==> src/rtl/cp2_issue_if_if.sv <==
// Bundle of the CPU-side request/response handshake and the CP2 transfer port.
// slave is the issue unit's view; master is the pipeline/coprocessor side.
interface cp2_issue_if_if;
  logic        req_valid;
  logic        req_ready;
  logic [31:0] req_ir;
  logic [31:0] req_wdata;
  logic        flush;

  logic        rsp_valid;
  logic [31:0] rsp_rdata;
  logic        rsp_exc;
  logic [4:0]  rsp_exccode;

  logic        cp2_irenable_0;
  logic [31:0] cp2_ir_0;
  logic        cp2_ts_0;
  logic        cp2_fs_0;
  logic        cp2_as_0;
  logic        cp2_tds_0;
  logic [31:0] cp2_tdata_0;
  logic        cp2_fds_0;
  logic [31:0] cp2_fdata_0;
  logic        cp2_execs_0;
  logic        cp2_exc_0;
  logic [4:0]  cp2_exccode_0;

  modport slave (
    input  req_valid, req_ir, req_wdata, flush,
    input  cp2_fds_0, cp2_fdata_0, cp2_execs_0, cp2_exc_0, cp2_exccode_0,
    output req_ready, rsp_valid, rsp_rdata, rsp_exc, rsp_exccode,
    output cp2_irenable_0, cp2_ir_0, cp2_ts_0, cp2_fs_0, cp2_as_0,
    output cp2_tds_0, cp2_tdata_0
  );

  modport master (
    output req_valid, req_ir, req_wdata, flush,
    output cp2_fds_0, cp2_fdata_0, cp2_execs_0, cp2_exc_0, cp2_exccode_0,
    input  req_ready, rsp_valid, rsp_rdata, rsp_exc, rsp_exccode,
    input  cp2_irenable_0, cp2_ir_0, cp2_ts_0, cp2_fs_0, cp2_as_0,
    input  cp2_tds_0, cp2_tdata_0
  );
endinterface

==> src/rtl/cp2_issue_if.sv <==
// Issues one CP2 instruction at a time: strobe the word, do the transfer,
// wait for completion/exception/timeout, then return a one-cycle response.
//
// state   | meaning
// IDLE    | ready for a request
// ISSUE   | instruction word strobed to CP2
// XFER    | fs/ts/as transfer select (plus write data for MTC2)
// WAIT    | waiting for fds/execs/exc or timeout
// DONE    | response pulse to the pipeline
module cp2_issue_if #(
  parameter int unsigned TIMEOUT    = 15,
  parameter logic [4:0]  TO_EXCCODE = 5'h1F
) (
  input logic         clk,
  input logic         rst_n,
  cp2_issue_if_if.slave bus
);

  typedef enum logic [2:0] {
    S_IDLE  = 3'd0,
    S_ISSUE = 3'd1,
    S_XFER  = 3'd2,
    S_WAIT  = 3'd3,
    S_DONE  = 3'd4
  } state_t;

  typedef enum logic [1:0] {
    OP_MFC2 = 2'd0,
    OP_MTC2 = 2'd1,
    OP_ACT  = 2'd2
  } op_t;

  localparam logic [3:0] TO_LAST = 4'(TIMEOUT - 1);

  state_t      state_q, state_d;
  op_t         op_q, op_d;
  logic [31:0] ir_q, ir_d;
  logic [31:0] wdata_q, wdata_d;
  logic [3:0]  cnt_q, cnt_d;
  logic [31:0] rdata_q, rdata_d;
  logic        exc_q, exc_d;
  logic [4:0]  exccode_q, exccode_d;

  always_ff @(posedge clk or negedge rst_n) begin
    if (!rst_n) begin
      state_q   <= S_IDLE;
      op_q      <= OP_ACT;
      ir_q      <= '0;
      wdata_q   <= '0;
      cnt_q     <= '0;
      rdata_q   <= '0;
      exc_q     <= 1'b0;
      exccode_q <= '0;
    end else begin
      state_q   <= state_d;
      op_q      <= op_d;
      ir_q      <= ir_d;
      wdata_q   <= wdata_d;
      cnt_q     <= cnt_d;
      rdata_q   <= rdata_d;
      exc_q     <= exc_d;
      exccode_q <= exccode_d;
    end
  end

  always_comb begin
    state_d   = state_q;
    op_d      = op_q;
    ir_d      = ir_q;
    wdata_d   = wdata_q;
    cnt_d     = cnt_q;
    rdata_d   = rdata_q;
    exc_d     = exc_q;
    exccode_d = exccode_q;

    case (state_q)
      S_IDLE: begin
        if (bus.req_valid && !bus.flush) begin
          ir_d    = bus.req_ir;
          wdata_d = bus.req_wdata;
          if (bus.req_ir[25:21] == 5'b00000)      op_d = OP_MFC2;
          else if (bus.req_ir[25:21] == 5'b00100) op_d = OP_MTC2;
          else                                    op_d = OP_ACT;
          state_d = S_ISSUE;
        end
      end
      S_ISSUE: state_d = S_XFER;
      S_XFER: begin
        cnt_d   = '0;
        state_d = S_WAIT;
      end
      S_WAIT: begin
        // exception beats data/done; a real completion beats the timeout
        if (bus.cp2_exc_0) begin
          rdata_d   = '0;
          exc_d     = 1'b1;
          exccode_d = bus.cp2_exccode_0;
          state_d   = S_DONE;
        end else if (op_q == OP_MFC2 && bus.cp2_fds_0) begin
          rdata_d   = bus.cp2_fdata_0;
          exc_d     = 1'b0;
          exccode_d = '0;
          state_d   = S_DONE;
        end else if (op_q != OP_MFC2 && bus.cp2_execs_0) begin
          rdata_d   = '0;
          exc_d     = 1'b0;
          exccode_d = '0;
          state_d   = S_DONE;
        end else if (cnt_q == TO_LAST) begin
          rdata_d   = '0;
          exc_d     = 1'b1;
          exccode_d = TO_EXCCODE;
          state_d   = S_DONE;
        end else begin
          cnt_d = cnt_q + 4'd1;
        end
      end
      S_DONE:  state_d = S_IDLE;
      default: state_d = S_IDLE;
    endcase

    if (bus.flush && state_q != S_IDLE) state_d = S_IDLE;
  end

  assign bus.req_ready      = (state_q == S_IDLE);
  assign bus.cp2_irenable_0 = (state_q == S_ISSUE);
  assign bus.cp2_ir_0       = (state_q == S_ISSUE) ? ir_q : '0;
  assign bus.cp2_fs_0       = (state_q == S_XFER) && (op_q == OP_MFC2);
  assign bus.cp2_ts_0       = (state_q == S_XFER) && (op_q == OP_MTC2);
  assign bus.cp2_as_0       = (state_q == S_XFER) && (op_q == OP_ACT);
  assign bus.cp2_tds_0      = (state_q == S_XFER) && (op_q == OP_MTC2);
  assign bus.cp2_tdata_0    = ((state_q == S_XFER) && (op_q == OP_MTC2)) ? wdata_q : '0;
  assign bus.rsp_valid      = (state_q == S_DONE);
  assign bus.rsp_rdata      = (state_q == S_DONE) ? rdata_q : '0;
  assign bus.rsp_exc        = (state_q == S_DONE) && exc_q;
  assign bus.rsp_exccode    = (state_q == S_DONE) ? exccode_q : '0;

endmodule

==> src/flat_wrapper.sv <==
// flat-port wrapper written by rule: the top's interface ports become plain ports
module cp2_issue_if_flat 
#(
  parameter int unsigned TIMEOUT    = 15,
  parameter logic [4:0]  TO_EXCCODE = 5'h1F
)
  (clk, rst_n, bus_req_valid, bus_req_ir, bus_req_wdata, bus_flush, bus_cp2_fds_0, bus_cp2_fdata_0, bus_cp2_execs_0, bus_cp2_exc_0, bus_cp2_exccode_0, bus_req_ready, bus_rsp_valid, bus_rsp_rdata, bus_rsp_exc, bus_rsp_exccode, bus_cp2_irenable_0, bus_cp2_ir_0, bus_cp2_ts_0, bus_cp2_fs_0, bus_cp2_as_0, bus_cp2_tds_0, bus_cp2_tdata_0);
  cp2_issue_if_if bus_i ();
  input logic clk;
  input logic rst_n;
  input wire logic [$bits(bus_i.req_valid)-1:0] bus_req_valid;
  input wire logic [$bits(bus_i.req_ir)-1:0] bus_req_ir;
  input wire logic [$bits(bus_i.req_wdata)-1:0] bus_req_wdata;
  input wire logic [$bits(bus_i.flush)-1:0] bus_flush;
  input wire logic [$bits(bus_i.cp2_fds_0)-1:0] bus_cp2_fds_0;
  input wire logic [$bits(bus_i.cp2_fdata_0)-1:0] bus_cp2_fdata_0;
  input wire logic [$bits(bus_i.cp2_execs_0)-1:0] bus_cp2_execs_0;
  input wire logic [$bits(bus_i.cp2_exc_0)-1:0] bus_cp2_exc_0;
  input wire logic [$bits(bus_i.cp2_exccode_0)-1:0] bus_cp2_exccode_0;
  output wire logic [$bits(bus_i.req_ready)-1:0] bus_req_ready;
  output wire logic [$bits(bus_i.rsp_valid)-1:0] bus_rsp_valid;
  output wire logic [$bits(bus_i.rsp_rdata)-1:0] bus_rsp_rdata;
  output wire logic [$bits(bus_i.rsp_exc)-1:0] bus_rsp_exc;
  output wire logic [$bits(bus_i.rsp_exccode)-1:0] bus_rsp_exccode;
  output wire logic [$bits(bus_i.cp2_irenable_0)-1:0] bus_cp2_irenable_0;
  output wire logic [$bits(bus_i.cp2_ir_0)-1:0] bus_cp2_ir_0;
  output wire logic [$bits(bus_i.cp2_ts_0)-1:0] bus_cp2_ts_0;
  output wire logic [$bits(bus_i.cp2_fs_0)-1:0] bus_cp2_fs_0;
  output wire logic [$bits(bus_i.cp2_as_0)-1:0] bus_cp2_as_0;
  output wire logic [$bits(bus_i.cp2_tds_0)-1:0] bus_cp2_tds_0;
  output wire logic [$bits(bus_i.cp2_tdata_0)-1:0] bus_cp2_tdata_0;
  assign bus_i.req_valid = bus_req_valid;
  assign bus_i.req_ir = bus_req_ir;
  assign bus_i.req_wdata = bus_req_wdata;
  assign bus_i.flush = bus_flush;
  assign bus_i.cp2_fds_0 = bus_cp2_fds_0;
  assign bus_i.cp2_fdata_0 = bus_cp2_fdata_0;
  assign bus_i.cp2_execs_0 = bus_cp2_execs_0;
  assign bus_i.cp2_exc_0 = bus_cp2_exc_0;
  assign bus_i.cp2_exccode_0 = bus_cp2_exccode_0;
  assign bus_req_ready = bus_i.req_ready;
  assign bus_rsp_valid = bus_i.rsp_valid;
  assign bus_rsp_rdata = bus_i.rsp_rdata;
  assign bus_rsp_exc = bus_i.rsp_exc;
  assign bus_rsp_exccode = bus_i.rsp_exccode;
  assign bus_cp2_irenable_0 = bus_i.cp2_irenable_0;
  assign bus_cp2_ir_0 = bus_i.cp2_ir_0;
  assign bus_cp2_ts_0 = bus_i.cp2_ts_0;
  assign bus_cp2_fs_0 = bus_i.cp2_fs_0;
  assign bus_cp2_as_0 = bus_i.cp2_as_0;
  assign bus_cp2_tds_0 = bus_i.cp2_tds_0;
  assign bus_cp2_tdata_0 = bus_i.cp2_tdata_0;
  cp2_issue_if #(.TIMEOUT(TIMEOUT), .TO_EXCCODE(TO_EXCCODE)) u_core (.clk(clk), .rst_n(rst_n), .bus(bus_i));
endmodule
==> config.mk <==
export PLATFORM = sky130hd
export DESIGN_NAME = cp2_issue_if_flat
export DESIGN_NICKNAME = d
export VERILOG_FILES = /design/src/rtl/cp2_issue_if_if.sv /design/src/rtl/cp2_issue_if.sv /design/src/flat_wrapper.sv
export SDC_FILE = /design/constraint.sdc
export NUM_CORES = 1
export LEC_CHECK = 0
export CORE_MARGIN = 2
export CORE_UTILIZATION = 43
export DETAILED_ROUTE_END_ITERATION = 8
export PLACE_DENSITY_LB_ADDON = 0.25
export SYNTH_ARGS = -nofsm -noshare
export SYNTH_HDL_FRONTEND = slang
export SYNTH_SLANG_ARGS = --single-unit
export TNS_END_PERCENT = 100
==> constraint.sdc <==
create_clock -name clk -period 2.9 [get_ports clk]
set_clock_uncertainty 0.2 [all_clocks]
set_input_delay 0.58 -clock clk [delete_from_list [all_inputs] [get_ports clk]]
set_output_delay 0.58 -clock clk [all_outputs]
set_load 0.02 [all_outputs]
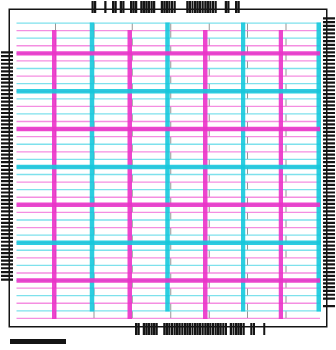
**Above:** PDN straps and rails.
Scale bar: 20 um. Pins as bars on the die edge. Tap cells in gray.
[magenta] VSS
[cyan] VDD
met4 straps: 8
met1 rails: 40
signal pins: 217
DIE WIDTH: 113 um
VDD IR max: 0.411 mV
chip height: 113 um

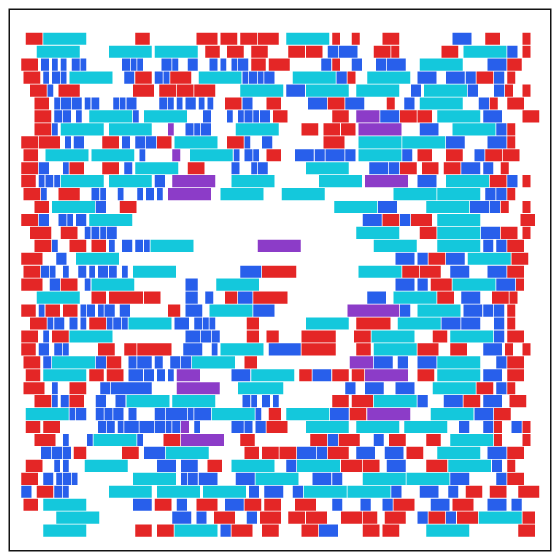
**Above:** cell classes on the final placement.
[cyan] sequential cells | cells: 111
[red] remaining buffers and delay cells | cells: 234
[blue] remaining logic cells | cells: 333
[purple] clock drivers and dummy loads | cells: 16
Final Cell Area: 7750 um^2
Seq/total area: 35.8%

==> out/qor.yml <==
outcome:
  outcome: "complete, no violations"
logic_synthesis:
  synthTopCellsByCount: "110 x dfrtp_1, 103 x and2_1, 75 x nand2_1"
  area_leaders: "dfrtp_1 53%, mux2_1 14%, and2_1 13%"
  avgSynthCellArea_um2: 10.8
  synth_area_um2: 5150
  yosysTopAreaCell: "dfrtp_1"
  top_cell: "dfrtp_1"
  async_reset_ff_share_pct: 100
  synth_chip_area_um2: 5150
  syn_nets: 586
  synth_top_area_share_pct: 53.4
  yosys_cells: 476
  postSynthSeqShare_pct: 53.9
  post_synth_num_cell_types: 35
  ys_ff: 111
  flop_cell: "dfrtp_1"
  synthesis.instances: 476
  ys_warn_count: 0
  synth-edff-count: 0
critical_path:
  end_kind: "primary output"
  critPathSlowestCell: "clkdlybuf4s50_1"
  crit_path_start_kind: "register"
  worstSetupPathType: "register to primary output"
  r2r_setup_slack_ns: 0.80
  slowest_delay_ns: 0.63
  crit_path_end: "bus_rsp_valid"
  crit_fanout: 39
  timing.rr.end: "u_core.ir_q[27]"
  cp.arrival_ns: 1.97
  rr_worst_depth: 5
  cp_data_required_time_ns: 2.12
  cp-startpoint: "u_core.state_q[0]"
  critical_path.cell_chain: "buf_4 -> nor3b_2 -> buf_12 -> clkdlybuf4s50_1"
  crit-reg2reg-launch: "u_core.state_q[2]"
global_route:
  grt_antenna_before_repair: 0
  grt_pass1_vias: 4060
  grt_first_pass_wirelength_mm: 20.7
  grt.overflow.total: 0
  grt_start_max_net_pins: 66
clock_tree:
  path_clk_slew_ns: 0.07
  cts_root_buf: "clkbuf_16"
  clock_sinks: 111
  ctsHoldBuffers: 0
  clk_path_buf_depth: 2
  cts_tree: "done"
  cts_made_buffers: 9
  htreeDepth: 3
final_timing:
  rsz0062_at_grt: "no"
  max_slew.worst_pin.slew_ns: 0.585
  maxSlewHeadroom_pct: 61.0
  max_freq_mhz: 363
  setup_viol: 0
  finalClockPeriodUsage_pct: 95.0
  min_period_ns: 2.75
  slew_viol_final: 0
  finalHoldViolCount: 0
  fin_tns_setup_ns: 0
pwr:
  p_per_area_nw_per_um2: 535
  p_leak_nw: 4.14
drt:
  drcViolationCount: 0
  vias_per_cell: 4.88
  firstDrtPassIters: 4
  ant_nets: 0
  first_iter_violations: 134
floorplan:
  coreArea_um2: 11600
  fp_util_pct: 44.6
  chipArea_um2: 12900
  rows: 39
  ioPinCount: 217
worst_hold_path:
  hp-class: "input port to asynchronous set/reset pin"
finish:
  instances_no_fill: 837
  layout-drive-gt1-share_pct: 10.5
  n_antenna_cell: 0
  nets: 799
  syn2layout_area_growth_pct: 50.4
  nFillCells: 924
place:
  place.gp.congestion: 0.766
  place_hpwl_mm: 9.55
  portBuffers: 216
  place_area_um2: 7560
  dp_cells: 821
run:
  warnings: 27
  maxCapViolations: 0
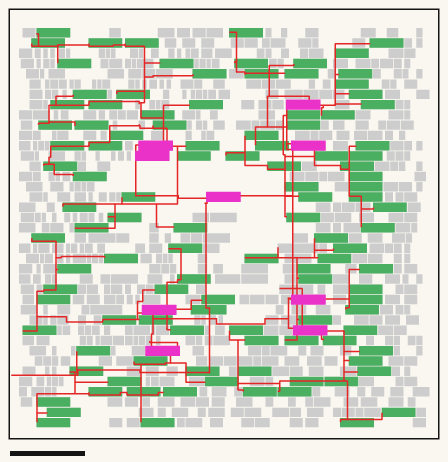
**Above:** clock distribution.
Scale bar: 20 um.
[green] flip-flops | count: 111
[red] clock wires | length: 1290 um
[magenta] clock-net drivers | count: 9
routed clock nets: 10
clk latency late pin: 0.34 ns
clock share of power: 30.6%
clk pwr: 0.00127 W

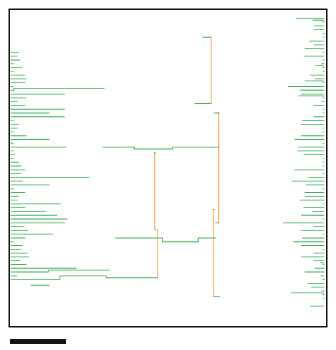
**Above:** signal wires by layer.
Scale bar: 20 um. Only two layers are drawn.
[green] M3 | wire length: 986 um
[orange] M4 | wire length: 140 um
total wire length: 13.1 mm
WL/cell: 15.6 um
via count: 4087
Total GRT Usage: 20.2%

==> how the worst min path moves through the flow <==
| stage | endpoint | cells past startpoint |
|---|---|---|
| 6_report | u_core.ir_q[7] | 1 |
| 3_5_place_dp | u_core.rdata_q[8] | 2 |
| 3_3_place_gp | u_core.rdata_q[15] | 2 |
| 2_1_floorplan | u_core.cnt_q[0] | 0 |
| 5_1_grt | u_core.ir_q[18] | 1 |
| 4_1_cts | u_core.ir_q[7] | 1 |
==> routing by layer <==
metal | up-vias | GRT usage [%] | part of all wire, %
met1 | 1924 | 27.0 | 44
met5 | - | 0 | 0
met4 | 0 | 5.12 | 1.1
met3 | 9 | 5.58 | 7.5
li1 | 2005 | - | -
met2 | 149 | 32.9 | 47
==> where the power goes <==
part           internal, W  switching [W]
combinational     0.000453       0.000369
sequential         0.00189       0.000168
clock             0.000739       0.000532
==> sequential cells by signal, indices dropped and copies added, names as in the netlist <==
| signal | cells |
|---|---|
| u_core.cnt_q | 4 |
| u_core.rdata_q | 32 |
| u_core.ir_q | 32 |
| u_core.exccode_q | 5 |
| u_core.op_q | 2 |
| u_core.wdata_q | 32 |
| u_core.exc_q | 1 |
| u_core.state_q | 3 |
==> cells in the final DEF, fill, tap and decap left out, drive strengths merged, types with 3 or more instances in the layout <==
master         count
dfrtp            110
clkdlybuf4s50    109
and2             103
nand2             75
mux2              64
clkbuf            45
o21ai             38
dlygate4sd2       37
dlymetal6s2s      37
buf               19
nor2               9
a21oi              8
nand3              4
nor3b              4
and3               3
==> through the flow <==
step | utilization [%] | total power, W | hold WS, ns | setup slack (ns)
final | 67.0 | 0.00415 | 0.0382 | 0.146
after global routing | 67.0 | 0.00438 | 0.0808 | 0.0668
after CTS | 67.3 | 0.00420 | 0.0552 | 0.000116
after detailed placement | 65.3 | 0.00294 | 0.266 | 0.116
after global placement | 65.3 | 0.00289 | 0.259 | 0.182
after floorplan | - | 0.00249 | 0.0844 | 0.425
==> cell families after synthesis <==
| kind of cell | Yosys count | share of synthesized area, % |
|---|---|---|
| simple gates | 209 | 22.0 |
| flops | 111 | 53.9 |
| mux | 66 | 14.4 |
| compound gates | 54 | 5.68 |
| buf+inv | 34 | 3.59 |
| fa+ha+maj | 2 | 0.485 |
==> final cells by class <==
type / instances / area, um^2 / area share [%]
flip-flops and latches: 111 / 2780 / 35.8
repair buffers: 234 / 2270 / 29.3
multi-input cells: 331 / 2210 / 28.5
clock buffers: 13 / 270 / 3.49
well taps: 143 / 179 / 2.31
clock inverters: 3 / 40.0 / 0.516
inverters: 2 / 7.51 / 0.0968
==> timing repair <==
action / in CTS / in global routing
setup buffers: 0 / 0
setup endpoints to repair: 69 / 69
gates resized: 69 / 101
==> critical path, delay by kind of cell, from the launching register on <==
family	cells	cell delay, ns
DFF	1	0.38
buffers and inverters	3	1.00
and+or+nand+nor	1	0.24
Power and IR drop assume default switching activity.
